### src/rtl/rf_pkg.sv
// Shared definitions for the register bank: address-width helper, R0 index, read-source select.
// Pure declarations; no logic, no latency.
// No flow control; consumed by reg_file_bank and rf_read_port.
package rf_pkg;

  // Index of the register that can be hardwired to zero / used as the BA base.
  localparam int RF_R0 = 0;

  // Where a read port takes its value from this cycle.
  typedef enum logic [1:0] {
    SRC_ZERO,
    SRC_BYPASS,
    SRC_ARRAY
  } rd_src_e;

  // Address width for a bank of 'depth' registers (depth is a power of two).
  function automatic int rf_addr_w(input int depth);
    return $clog2(depth);
  endfunction

endpackage

### src/rtl/rf_read_port.sv
// One read port: zero/bypass/array priority select plus optional registered-read stage.
// Latency 0 (READ_REG=0) or 1 cycle (READ_REG=1, advances only when re is high).
// No backpressure; with READ_REG=1, re low simply holds the last captured value.
module rf_read_port
  import rf_pkg::*;
#(
  parameter int WIDTH    = 32,
  parameter int AW       = 4,
  parameter bit R0_ZERO  = 1'b0,
  parameter bit BYPASS   = 1'b1,
  parameter bit READ_REG = 1'b0
) (
  input  logic             clk,
  input  logic             clr,
  input  logic [AW-1:0]    raddr,
  input  logic             ba_mode,
  input  logic             we,
  input  logic [AW-1:0]    waddr,
  input  logic [WIDTH-1:0] wdata,
  input  logic [WIDTH-1:0] arr_data,
  input  logic             re,
  output logic [WIDTH-1:0] rdata
);

  rd_src_e          src;
  logic [WIDTH-1:0] rd_val;
  logic             r0_hit;
  logic             w_r0_drop;

  assign r0_hit    = (raddr == AW'(RF_R0));
  // A write to R0 in hardwired-zero mode never lands, so it must not be forwarded.
  assign w_r0_drop = R0_ZERO && (waddr == AW'(RF_R0));

  // Pick the read source: BA zero first, then hardwired R0, then bypass, then storage.
  always_comb begin
    src = SRC_ARRAY;
    if (ba_mode && r0_hit) begin
      src = SRC_ZERO;
    end else if (R0_ZERO && r0_hit) begin
      src = SRC_ZERO;
    end else if (BYPASS && we && (raddr == waddr) && !w_r0_drop) begin
      src = SRC_BYPASS;
    end
  end

  // Data mux driven by the selected source.
  always_comb begin
    rd_val = arr_data;
    case (src)
      SRC_ZERO:   rd_val = '0;
      SRC_BYPASS: rd_val = wdata;
      SRC_ARRAY:  rd_val = arr_data;
      default:    rd_val = arr_data;
    endcase
  end

  if (READ_REG) begin : g_reg
    logic [WIDTH-1:0] rdata_q;

    // Registered read: clear wins over re, re low holds the previous value.
    always_ff @(posedge clk) begin
      if (clr) begin
        rdata_q <= '0;
      end else if (re) begin
        rdata_q <= rd_val;
      end
    end

    assign rdata = rdata_q;
  end else begin : g_comb
    // Combinational read path; the stage controls are intentionally unused here.
    logic unused_stage;
    assign unused_stage = ^{clk, clr, re};
    assign rdata        = rd_val;
  end

endmodule

### src/rtl/reg_file_bank.sv
// DEPTH x WIDTH register bank: one synchronous write port, two read ports (A with BA mode, B).
// Write lands at the rising edge; reads have 0 or 1 cycle latency depending on READ_REG.
// No backpressure; every write and read is accepted in the cycle it is presented.
module reg_file_bank
  import rf_pkg::*;
#(
  parameter int               WIDTH     = 32,
  parameter int               DEPTH     = 16,
  parameter logic [WIDTH-1:0] RESET_VAL = '0,
  parameter bit               R0_ZERO   = 1'b0,
  parameter bit               BYPASS    = 1'b1,
  parameter bit               READ_REG  = 1'b0,
  localparam int              AW        = rf_addr_w(DEPTH)
) (
  input  logic             clk,
  input  logic             clr,
  input  logic             we,
  input  logic [AW-1:0]    waddr,
  input  logic [WIDTH-1:0] wdata,
  input  logic [AW-1:0]    raddr_a,
  input  logic [AW-1:0]    raddr_b,
  input  logic             ba_mode,
  input  logic             re,
  output logic [WIDTH-1:0] rdata_a,
  output logic [WIDTH-1:0] rdata_b
);

  logic [WIDTH-1:0] mem [DEPTH];
  logic [WIDTH-1:0] arr_a;
  logic [WIDTH-1:0] arr_b;

  for (genvar g = 0; g < DEPTH; g++) begin : g_reg
    // R0 in hardwired-zero mode resets to zero and ignores writes.
    localparam bit               IS_ZERO_REG = R0_ZERO && (g == RF_R0);
    localparam logic [WIDTH-1:0] INIT_VAL    = IS_ZERO_REG ? '0 : RESET_VAL;

    logic [WIDTH-1:0] q;
    logic             wr_en;

    assign wr_en = we && (waddr == AW'(g)) && !IS_ZERO_REG;

    // Per-register storage: clear beats write.
    always_ff @(posedge clk) begin
      if (clr) begin
        q <= INIT_VAL;
      end else if (wr_en) begin
        q <= wdata;
      end
    end

    assign mem[g] = q;
  end

  assign arr_a = mem[raddr_a];
  assign arr_b = mem[raddr_b];

  rf_read_port #(
    .WIDTH    (WIDTH),
    .AW       (AW),
    .R0_ZERO  (R0_ZERO),
    .BYPASS   (BYPASS),
    .READ_REG (READ_REG)
  ) u_port_a (
    .clk      (clk),
    .clr      (clr),
    .raddr    (raddr_a),
    .ba_mode  (ba_mode),
    .we       (we),
    .waddr    (waddr),
    .wdata    (wdata),
    .arr_data (arr_a),
    .re       (re),
    .rdata    (rdata_a)
  );

  // Port B never uses BA addressing.
  rf_read_port #(
    .WIDTH    (WIDTH),
    .AW       (AW),
    .R0_ZERO  (R0_ZERO),
    .BYPASS   (BYPASS),
    .READ_REG (READ_REG)
  ) u_port_b (
    .clk      (clk),
    .clr      (clr),
    .raddr    (raddr_b),
    .ba_mode  (1'b0),
    .we       (we),
    .waddr    (waddr),
    .wdata    (wdata),
    .arr_data (arr_b),
    .re       (re),
    .rdata    (rdata_b)
  );

endmodule

### config.mk
export PLATFORM = sky130hd
export DESIGN_NAME = reg_file_bank
export DESIGN_NICKNAME = d
export VERILOG_FILES = /design/src/rtl/rf_pkg.sv /design/src/rtl/rf_read_port.sv /design/src/rtl/reg_file_bank.sv
export SDC_FILE = /design/constraint.sdc
export NUM_CORES = 1
export LEC_CHECK = 0
export CORE_MARGIN = 2
export CORE_UTILIZATION = 65
export DETAILED_ROUTE_END_ITERATION = 8
export GPL_ROUTABILITY_DRIVEN = 0
export HOLD_SLACK_MARGIN = 0.05
export PLACE_DENSITY_LB_ADDON = 0.08
export SLEW_MARGIN = 10
export SYNTH_ARGS = -nofsm -noshare
export SYNTH_HDL_FRONTEND = slang
export SYNTH_SLANG_ARGS = --single-unit
export TNS_END_PERCENT = 100
### constraint.sdc
create_clock -name clk -period 8.55 [get_ports clk]
set_clock_uncertainty 0.2 [all_clocks]
set_input_delay 1.71 -clock clk [delete_from_list [all_inputs] [get_ports clk]]
set_output_delay 1.71 -clock clk [all_outputs]
set_load 0.03 [all_outputs]
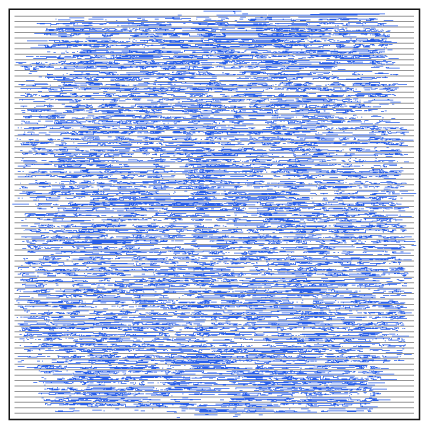
(M1 wires)
Drawn at 2 px/um. Supply wires on this layer in gray.
- nets with wire on the layer: 2736
- main direction: horizontal
- longest straight run: 53.8 um
- share of all routed wire: 34%

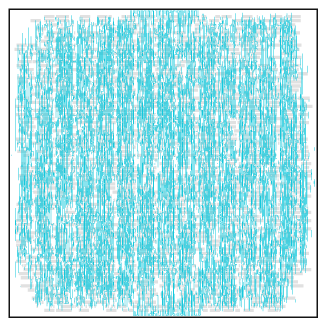
(the metal 2 layer)
Drawn at 1.5 px/um. Cells faint in the background.
- main direction: vertical
- share of all routed wire: 44%

==> highlights.md <==
### Floorplanning
• Rows: 73
• full die area: 41800 um2
• core area: 39600 um2
• Die Height: 204 um
• floorplan die width: 204 um
• number of ports placed on the die boundary: 113
• effective utilization at floorplan: 65.8%

### Route
• Remaining DRCs: 0
• router iterations before antenna repair: 6
• number of DRC markers after the initial detailed-route iteration: 3586
• Via-to-Cell Ratio: 7.12
• total wire length after detailed routing: 94800 um
• routed wire length per instance: 27.8 um
• via count: 24300

### Hold path
• Hold Path Stages: 2
• path category of the worst min-delay check: reg -> reg
• hold path startpoint: g_reg[15].q[24]

### Global route
• global-route wire length before repair: 142000 um
• GRT Overall Usage: 45.3%
• maximum number of pins on one net before global-route repair: 190
• number of antenna violations at the first check in global routing: 7
• residual overflow from global routing: 0
• via count of the first global-routing pass: 23800

### CTS
• TritonCTS Sinks: 512
• Worst-Skew Late Latency: 0.60 ns
• number of clock buffers inserted by TritonCTS: 54
• number of H-tree branching levels: 2
• quantity of gates resized following cts: 0
• clk slew on worst S/H paths: 0.06 ns
• hold_buf cts: 0
• Post-CTS Repair Setup Buffers: 0
• clock tree from TritonCTS: yes
• maximum root-to-sink buffer count: 3

### Setup path
• path length in cells of the critical path: 6
• largest incremental delay on the critical path: 1.08 ns
• Critical Path Most Common Cell: clkdlybuf4s50_1
• total buffers and inverters traversed by the critical path: 3
• maximum net fanout on the critical path: 19
• Worst Setup End Kind: output port
• launch point of the worst path: waddr[3]
• Critical Path, Cell by Cell: clkdlybuf4s50_1, a222oi_1, or4b_2, buf_4, mux2_4, clkdlybuf4s50_1
• cell type of the slowest stage on the worst timing path: or4b_2
• cell family with most CP delay: buffers and inverters
• Critical Path RT: 6.64 ns
• internal reg-to-reg setup slack: 7.58 ns
• Worst setup SP type: primary input
• CP Data Arrival Time: 5.56 ns
• FF-to-FF path depth: 2
• critical register-to-register path startpoint: g_reg[3].q[10]

### Final layout
• synth-to-layout area growth: 11.3%
• register bank with the most flops: g.q
• layout cells sized above 1: 16.0%
• largest registers in the final layout: g.q: 512 flops
• commonest non-fill, non-tap cell in the layout: nand2_1
• most frequent cells in the layout: nand2_1, a21oi_1, dfxtp_1
• Design Area, Final: 29000 um2
• Largest register FFs: 512

### Run status
• run status: completed

### Placed design
• standard cell area after detailed placement: 27100 um2
• # port buffers: 111
• post-detailed-placement half-perimeter wirelength: 52200 um

### Job
• number of logged tool warnings: 36
• Max Cap Violations: 0

### Synth
• Chip Area, Yosys: 26100 um2
• cells in synth_stat.txt: 2954
• Unique masters post-synth: 36
• Avg Cell Area, Syn: 8.83 um2
• sequential area share after synthesis: 39.3%
• netlist area before placement: 26100 um2
• #FFs+latches synth: 512
• Mapped Cells: 2954
• Synth warnings: 0
• total nets after synthesis: 3003

### Final timing
• slew at the pin closest to its max-slew limit: 1.35 ns
• clock period minus worst slack: 7.47 ns
• total negative setup slack: 0 ns
• setup repair after global routing missed its margin: false
• peak clock frequency supported by timing: 0.134 GHz
• number of endpoints with negative hold slack in the final report: 0
• remaining max-slew budget at the tightest pin: 9.79%
• number of setup violations in the final report: 0
• final cycle utilization of the critical path: 87.3%

### Power
• Leakage Power: 9.56 nW
• worst vdd ir: 196 uV
• Power Density: 187 nW/um2

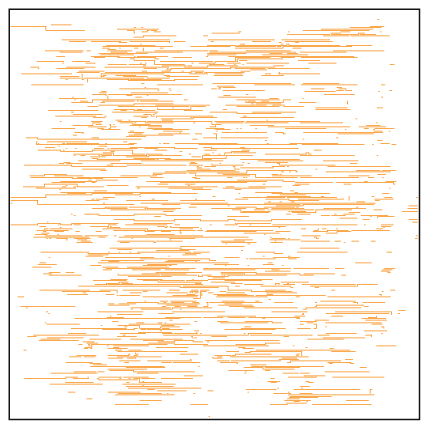
(metal 3)
Drawn at 2 px/um.
- longest straight run: 65.1 um
- nets with wire on the layer: 295

[metrics by stage]
step           instances  total power [mW]  util (%)  worst slack, ns  hold WS, ns
3_5_place_dp        3307              2.97      68.5             1.17        0.257
2_1_floorplan       2954              2.81         -             3.21        0.243
5_1_grt             3408              5.56      73.3             1.08        0.283
4_1_cts             3405              5.42      73.2             1.18        0.266
3_3_place_gp        3307              2.96      68.5             1.22        0.250
6_report            3409              5.44      73.3             1.08        0.266
[path summary, 6_finish.rpt]
path	endpoint
worst max-delay path	rdata_b[0]
worst min-delay path	g_reg[15].q[24]
worst max register to register	g_reg[3].q[10]
worst min register to register	g_reg[15].q[24]
[logic make-up (layout without fill, tap and decap cells)]
group / count (synthesis) / count (layout) / share of synthesized area [%]
compound gates: 676 / 676 / 14.7
simple gates: 1147 / 1147 / 16.8
buf+inv: 326 / 252 / 5.11
mux: 288 / 288 / 23.9
xor+xnor: 5 / 5 / 0.168
flops: 512 / 512 / 39.3
other cells: 0 / 4 / 0
[where the power goes]
part	switching, mW	internal (mW)	leakage [nW]
Combinational	0.336	0.161	4.49
Sequential	0.0228	2.42	4.13
Clock	0.984	1.52	0.931
[synthesized netlist by cell type]
master / n / area [um2]
clkbuf_1: 246 / 923
buf_6: 4 / 45.0
and3b_1: 2 / 17.5
nor3_1: 4 / 20.0
nand2_1: 1101 / 4130
buf_2: 60 / 300
and2_1: 3 / 18.8
a22oi_1: 128 / 961
nand3_1: 5 / 25.0
mux4_2: 256 / 5770
or4b_1: 1 / 10.0
nor2b_1: 6 / 37.5
nor3b_1: 1 / 7.51
and4b_1: 1 / 10.0
o22ai_1: 1 / 6.26
xor2_1: 4 / 35.0
nor4_1: 1 / 6.26
mux2_2: 2 / 22.5
xnor2_1: 1 / 8.76
inv_1: 2 / 7.51
nand3b_1: 2 / 15.0
and3_1: 1 / 6.26
a31oi_1: 1 / 6.26
mux2_4: 30 / 450
o21ai_0: 1 / 5.00
a21oi_1: 512 / 2560
a22o_1: 32 / 280
dfxtp_1: 512 / 10200
a222oi_1: 1 / 10.0
nand2b_1: 2 / 12.5
inv_2: 1 / 3.75
or3b_2: 1 / 8.76
buf_4: 1 / 7.51
nor3_2: 1 / 10.0
nor2_1: 15 / 56.3
buf_1: 12 / 45.0
[worst reg2reg max path, stage by stage, from the launching register on]
cell	delay, ns
dfxtp_1	0.36
nand2_1	0.09
a21oi_1	0.23
[routing by layer]
layer | track usage [%] | vias up | part of all wire (%)
met5 | 0 | - | 0.057
li1 | - | 10100 | -
met4 | 32.2 | 8 | 7.9
met1 | 56.5 | 11700 | 34
met2 | 68.4 | 1928 | 44
met3 | 12.5 | 602 | 14
[cell type report]
cell class / instances / area, um2
Multi-Input combinational cell: 2116 / 14700
Tap cell: 525 / 657
Inverter: 3 / 11.3
Clock inverter: 12 / 213
Fill cell: 2938 / 10600
Sequential cell: 512 / 10200
Clock buffer: 86 / 1690
Timing Repair Buffer: 151 / 1480
Antenna cell: 4 / 10.0
No activity file was given, so power comes from the tool's default toggle rates.
